## src/rtl/fetch_pc_unit_if.sv

```systemverilog
// Fetch PC unit bus: hazard/BHT/redirect inputs and
// pipelined PC, metadata and counter outputs.
interface fetch_pc_unit_if #(
  parameter int PC_W  = 10,
  parameter int CNT_W = 16
);
  logic             if_stall;
  logic             if_is_compressed;
  logic             if_prediction;
  logic [PC_W-1:0]  if_PBT;
  logic             id_jump;
  logic [PC_W-1:0]  id_jump_target;
  logic             exe_flush;
  logic [PC_W-1:0]  exe_CNI;
  logic [PC_W-1:0]  if_PC;
  logic [PC_W-1:0]  id_PC;
  logic [PC_W-1:0]  exe_PC;
  logic             id_valid;
  logic             exe_valid;
  logic             id_predicted;
  logic             exe_predicted;
  logic [PC_W-1:0]  id_PBT;
  logic [CNT_W-1:0] flush_count;
  logic [CNT_W-1:0] jump_count;

  modport master (
    output if_stall, if_is_compressed, if_prediction, if_PBT,
    output id_jump, id_jump_target, exe_flush, exe_CNI,
    input  if_PC, id_PC, exe_PC, id_valid, exe_valid,
    input  id_predicted, exe_predicted, id_PBT,
    input  flush_count, jump_count
  );

  modport slave (
    input  if_stall, if_is_compressed, if_prediction, if_PBT,
    input  id_jump, id_jump_target, exe_flush, exe_CNI,
    output if_PC, id_PC, exe_PC, id_valid, exe_valid,
    output id_predicted, exe_predicted, id_PBT,
    output flush_count, jump_count
  );
endinterface

```

## src/rtl/fetch_pc_unit.sv

```systemverilog
// Fetch-stage PC register, next-PC select, IF/ID and ID/EXE
// metadata pipeline, and saturating redirect counters.
module fetch_pc_unit #(
  parameter int              PC_W     = 10,
  parameter logic [PC_W-1:0] RESET_PC = '0,
  parameter int              CNT_W    = 16
) (
  input logic             CLK,
  input logic             rst,
  fetch_pc_unit_if.slave  bus
);

  logic [PC_W-1:0]  pc_q;
  logic [PC_W-1:0]  id_pc_q;
  logic [PC_W-1:0]  id_pbt_q;
  logic             id_valid_q;
  logic             id_pred_q;
  logic [PC_W-1:0]  exe_pc_q;
  logic             exe_valid_q;
  logic             exe_pred_q;
  logic [CNT_W-1:0] flush_cnt_q;
  logic [CNT_W-1:0] jump_cnt_q;

  logic             take_jump;
  logic             sel_flush;
  logic             sel_jump;
  logic             sel_hold;
  logic             sel_pred;
  logic             sel_seq;
  logic [PC_W-1:0]  pc_step;
  logic [PC_W-1:0]  next_pc;

  // A jump only counts for a live ID instruction and loses
  // to an older EXE flush.
  assign take_jump = bus.id_jump & id_valid_q & ~bus.exe_flush;

  assign sel_flush = bus.exe_flush;
  assign sel_jump  = take_jump;
  assign sel_hold  = ~sel_flush & ~sel_jump & bus.if_stall;
  assign sel_pred  = ~sel_flush & ~sel_jump & ~bus.if_stall
                   & bus.if_prediction;
  assign sel_seq   = ~sel_flush & ~sel_jump & ~bus.if_stall
                   & ~bus.if_prediction;

  assign pc_step = bus.if_is_compressed ? PC_W'(1) : PC_W'(2);

  // Next-PC select from one-hot priority-resolved sources.
  always_comb begin
    next_pc = pc_q + pc_step;
    unique case (1'b1)
      sel_flush: next_pc = bus.exe_CNI;
      sel_jump:  next_pc = bus.id_jump_target;
      sel_hold:  next_pc = pc_q;
      sel_pred:  next_pc = bus.if_PBT;
      sel_seq:   next_pc = pc_q + pc_step;
      default:   next_pc = pc_q + pc_step;
    endcase
  end

  // PC register.
  always_ff @(posedge CLK) begin
    if (rst) pc_q <= RESET_PC;
    else     pc_q <= next_pc;
  end

  // IF/ID register: squash on redirect, hold on stall.
  always_ff @(posedge CLK) begin
    if (rst) begin
      id_pc_q    <= '0;
      id_pbt_q   <= '0;
      id_valid_q <= 1'b0;
      id_pred_q  <= 1'b0;
    end else if (bus.exe_flush || take_jump) begin
      id_valid_q <= 1'b0;
      id_pred_q  <= 1'b0;
    end else if (!bus.if_stall) begin
      id_pc_q    <= pc_q;
      id_pbt_q   <= bus.if_PBT;
      id_valid_q <= 1'b1;
      id_pred_q  <= bus.if_prediction;
    end
  end

  // ID/EXE register: bubble on flush or stall.
  always_ff @(posedge CLK) begin
    if (rst) begin
      exe_pc_q    <= '0;
      exe_valid_q <= 1'b0;
      exe_pred_q  <= 1'b0;
    end else if (bus.exe_flush || bus.if_stall) begin
      exe_valid_q <= 1'b0;
      exe_pred_q  <= 1'b0;
    end else begin
      exe_pc_q    <= id_pc_q;
      exe_valid_q <= id_valid_q;
      exe_pred_q  <= id_pred_q;
    end
  end

  // Saturating redirect counters.
  always_ff @(posedge CLK) begin
    if (rst) begin
      flush_cnt_q <= '0;
      jump_cnt_q  <= '0;
    end else begin
      if (bus.exe_flush && !(&flush_cnt_q))
        flush_cnt_q <= flush_cnt_q + 1'b1;
      if (take_jump && !(&jump_cnt_q))
        jump_cnt_q <= jump_cnt_q + 1'b1;
    end
  end

  assign bus.if_PC         = pc_q;
  assign bus.id_PC         = id_pc_q;
  assign bus.id_PBT        = id_pbt_q;
  assign bus.id_valid      = id_valid_q;
  assign bus.id_predicted  = id_pred_q;
  assign bus.exe_PC        = exe_pc_q;
  assign bus.exe_valid     = exe_valid_q;
  assign bus.exe_predicted = exe_pred_q;
  assign bus.flush_count   = flush_cnt_q;
  assign bus.jump_count    = jump_cnt_q;

endmodule

```

## src/flat_wrapper.sv

```systemverilog
// flat-port wrapper written by rule: the top's interface ports become plain ports
module fetch_pc_unit_flat 
#(
  parameter int              PC_W     = 10,
  parameter logic [PC_W-1:0] RESET_PC = '0,
  parameter int              CNT_W    = 16
)
  (CLK, rst, bus_if_stall, bus_if_is_compressed, bus_if_prediction, bus_if_PBT, bus_id_jump, bus_id_jump_target, bus_exe_flush, bus_exe_CNI, bus_if_PC, bus_id_PC, bus_exe_PC, bus_id_valid, bus_exe_valid, bus_id_predicted, bus_exe_predicted, bus_id_PBT, bus_flush_count, bus_jump_count);
  fetch_pc_unit_if #(.PC_W(PC_W), .CNT_W(CNT_W)) bus_i ();
  input logic CLK;
  input logic rst;
  input wire logic [$bits(bus_i.if_stall)-1:0] bus_if_stall;
  input wire logic [$bits(bus_i.if_is_compressed)-1:0] bus_if_is_compressed;
  input wire logic [$bits(bus_i.if_prediction)-1:0] bus_if_prediction;
  input wire logic [$bits(bus_i.if_PBT)-1:0] bus_if_PBT;
  input wire logic [$bits(bus_i.id_jump)-1:0] bus_id_jump;
  input wire logic [$bits(bus_i.id_jump_target)-1:0] bus_id_jump_target;
  input wire logic [$bits(bus_i.exe_flush)-1:0] bus_exe_flush;
  input wire logic [$bits(bus_i.exe_CNI)-1:0] bus_exe_CNI;
  output wire logic [$bits(bus_i.if_PC)-1:0] bus_if_PC;
  output wire logic [$bits(bus_i.id_PC)-1:0] bus_id_PC;
  output wire logic [$bits(bus_i.exe_PC)-1:0] bus_exe_PC;
  output wire logic [$bits(bus_i.id_valid)-1:0] bus_id_valid;
  output wire logic [$bits(bus_i.exe_valid)-1:0] bus_exe_valid;
  output wire logic [$bits(bus_i.id_predicted)-1:0] bus_id_predicted;
  output wire logic [$bits(bus_i.exe_predicted)-1:0] bus_exe_predicted;
  output wire logic [$bits(bus_i.id_PBT)-1:0] bus_id_PBT;
  output wire logic [$bits(bus_i.flush_count)-1:0] bus_flush_count;
  output wire logic [$bits(bus_i.jump_count)-1:0] bus_jump_count;
  assign bus_i.if_stall = bus_if_stall;
  assign bus_i.if_is_compressed = bus_if_is_compressed;
  assign bus_i.if_prediction = bus_if_prediction;
  assign bus_i.if_PBT = bus_if_PBT;
  assign bus_i.id_jump = bus_id_jump;
  assign bus_i.id_jump_target = bus_id_jump_target;
  assign bus_i.exe_flush = bus_exe_flush;
  assign bus_i.exe_CNI = bus_exe_CNI;
  assign bus_if_PC = bus_i.if_PC;
  assign bus_id_PC = bus_i.id_PC;
  assign bus_exe_PC = bus_i.exe_PC;
  assign bus_id_valid = bus_i.id_valid;
  assign bus_exe_valid = bus_i.exe_valid;
  assign bus_id_predicted = bus_i.id_predicted;
  assign bus_exe_predicted = bus_i.exe_predicted;
  assign bus_id_PBT = bus_i.id_PBT;
  assign bus_flush_count = bus_i.flush_count;
  assign bus_jump_count = bus_i.jump_count;
  fetch_pc_unit #(.PC_W(PC_W), .RESET_PC(RESET_PC), .CNT_W(CNT_W)) u_core (.CLK(CLK), .rst(rst), .bus(bus_i));
endmodule
```

## config.mk

```make
export PLATFORM = sky130hd
export DESIGN_NAME = fetch_pc_unit_flat
export DESIGN_NICKNAME = d
export VERILOG_FILES = /design/src/rtl/fetch_pc_unit_if.sv /design/src/rtl/fetch_pc_unit.sv /design/src/flat_wrapper.sv
export SDC_FILE = /design/constraint.sdc
export NUM_CORES = 1
export LEC_CHECK = 0
export CAP_MARGIN = 20
export CORE_MARGIN = 2
export CORE_UTILIZATION = 47
export CTS_CLUSTER_DIAMETER = 50
export DETAILED_ROUTE_END_ITERATION = 10
export GPL_TIMING_DRIVEN = 0
export HOLD_SLACK_MARGIN = 0.02
export MAX_ROUTING_LAYER = met4
export PLACE_DENSITY = 0.86
export SLEW_MARGIN = 15
export SYNTH_ARGS = -nofsm -noshare
export SYNTH_HDL_FRONTEND = slang
export SYNTH_SLANG_ARGS = --single-unit
```

## constraint.sdc

```tcl
create_clock -name CLK -period 2.38 [get_ports CLK]
set_input_delay 0.595 -clock CLK [delete_from_list [all_inputs] [get_ports CLK]]
set_output_delay 0.595 -clock CLK [all_outputs]
set_load 0.01 [all_outputs]
```

**Run 1: signal wires by layer**

Drawn at 3 px/um.
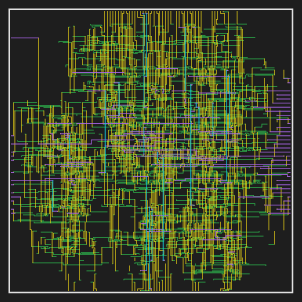
| layer | color | wire length |
|---|---|---|
| metal 2 | yellow | 5920 um |
| metal 1 | green | 4790 um |
| metal 4 | cyan | 365 um |
| metal 3 | purple | 902 um |

**Run 1: metal 3**

Drawn at 4 px/um.
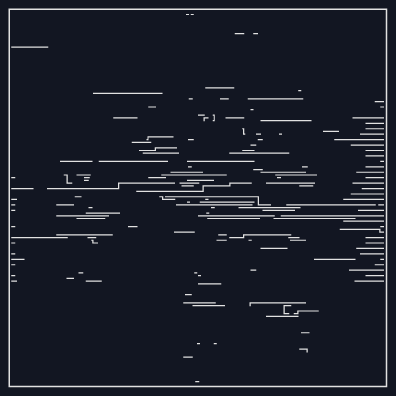
main direction: horizontal
nets with wire on the layer: 122
share of all routed wire: 7.5%
wire length on this layer: 902 um
longest straight run: 25.5 um
DR vias: 4204
WL final: 12000 um
met3 Use GR: 0.0393

**Run 1: clock network drawn from the DEF**

Drawn at 4 px/um.
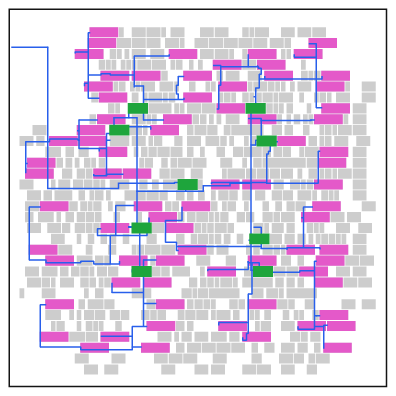
[flip-flops] magenta | count: 76
[clock drivers] green | count: 9
[clock wires] blue | length: 878 um
flops lie: all over the die

==> ci_impl_report.md, run 1 <==
## PnR job results

| Metric | Value |
|---|---|
| Seq/Total Area, Yosys | 0.400 |
| FP Core Util | 0.490 |
| Crit path max fanout | 3 |
| Fin. max-slew vios | 0 |
| Setup bufs post-CTS | 0 |
| Worst Setup SP | bus_if_is_compressed |
| ClkCell Share | 0.0387 |
| Clock share of power | 0.369 |
| Post-Synthesis Cells | 467 |
| DIE WIDTH | 93.9 um |
| Max-area cell class | multi-input combinational cells |
| Met1 Wirelength | 4790 um |
| End of the critical path | u_core.bus.if_PC[8]$_SDFFE_PP0N_ |
| Synth mux share | 0.0316 |
| Count of tool warnings | 26 |
| Top cell area share | 0.400 |
| Worst path cell trace | clkdlybuf4s50_1 -> ha_1 -> inv_1 -> fa_2 -> and3b_2 -> nand3_1 -> o311ai_2 -> a31oi_1 |
| Hold violation total from the final report | 0 |
| Syn Area/Cell | 8.14 um^2 |
| Outcome | completed |
| Longest Clk Path Bufs | 2 |
| Cell internal pwr | 2.03 mW |
| Post-Synth XOR/XNOR Area | 0 |
| Fin Hold WS | 0.456 ns |
| Root Buffer | clkbuf_8 |
| Hold endpoint | u_core.bus.id_PBT[9]$_SDFFE_PP0N_ |
==> run 1 -> run 2 <==
--- a/config.mk
+++ b/config.mk
@@ -13,7 +13,8 @@
 export GPL_TIMING_DRIVEN = 0
 export HOLD_SLACK_MARGIN = 0.02
 export MAX_ROUTING_LAYER = met4
-export PLACE_DENSITY = 0.86
+export PLACE_DENSITY = 0.88
+export SKIP_LAST_GASP = 1
 export SLEW_MARGIN = 15
 export SYNTH_ARGS = -nofsm -noshare
 export SYNTH_HDL_FRONTEND = slang
==> run 2 against run 1 <==
  * Synthesized cell count stayed put
  * Cell area is 0.74% higher
  * First-iteration DRC count is 6.8% higher
  * Largest power group unchanged
  * Highest routed layer unchanged
==> ci_impl_report.md, run 2 <==
## PnR job results

| Metric | Value |
|---|---|
| Count of tool warnings | 26 (unchanged) |
| DR vias | 4165 (was 4204) |
| Setup bufs post-CTS | 0 (unchanged) |
| Cell internal pwr | 2.24 mW (was 2.03 mW) |
| Outcome | completed (unchanged) |
| Hold endpoint | u_core.bus.id_PBT[1]$_SDFFE_PP0N_ (was u_core.bus.id_PBT[9]$_SDFFE_PP0N_) |
| Post-Synth XOR/XNOR Area | 0 (unchanged) |
| Synth mux share | 0.0316 (unchanged) |
| Max-area cell class | multi-input combinational cells (unchanged) |
| Worst path cell trace | clkdlybuf4s50_1 -> clkbuf_1 -> nor2b_1 -> nor2_2 -> a21oi_1 -> o211a_1 (was clkdlybuf4s50_1 -> ha_1 -> inv_1 -> fa_2 -> and3b_2 -> nand3_1 -> o311ai_2 -> a31oi_1) |
| Root Buffer | clkbuf_8 (unchanged) |
| ClkCell Share | 0.0472 (was 0.0387) |
| DIE WIDTH | 93.9 um (unchanged) |
| Clock share of power | 0.417 (was 0.369) |
| Syn Area/Cell | 8.14 um^2 (unchanged) |
| Fin. max-slew vios | 0 (unchanged) |
| Crit path max fanout | 10 (was 3) |
| Met3 Use GR | 0.0474 (was 0.0393) |
| Fin Hold WS | 0.457 ns (was 0.456 ns) |
| Seq/Total Area, Yosys | 0.400 (unchanged) |
| Post-Synthesis Cells | 467 (unchanged) |
| Worst Setup SP | bus_if_stall (was bus_if_is_compressed) |
**Run 2: logic cells by family**

Drawn at 3 px/um.
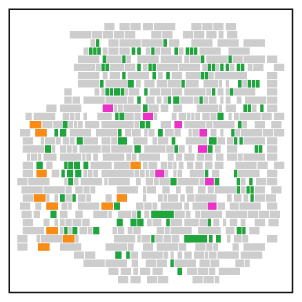
| family | color | cells |
|---|---|---|
| nand cells | green | 121 |
| non-inverting ao/oa cells | magenta | 8 |
| mux cells | orange | 11 |
Finished Layout Cells: 696
most used logic cell in the final layout: clkdlybuf4s50_1

**Run 2: signal wires by layer**

Drawn at 3 px/um.
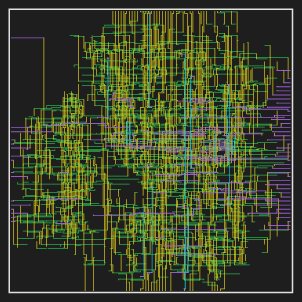
| layer | color | wire length |
|---|---|---|
| metal 2 | yellow | 5700 um |
| metal 1 | green | 4730 um |
| metal 4 | cyan | 316 um |
| metal 3 | purple | 962 um |
wire per inst: 16.8 um
WL final: 11700 um

**Run 2: clock wiring as the flow saved it**

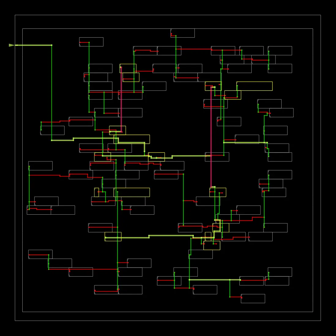
clkbuf count: 12
Clock Latency Late Sink: 0.35 ns
CTS Buf Count: 9
Seq cells: 76

Power figures rest on the tool's default switching activity, not on a simulated workload.
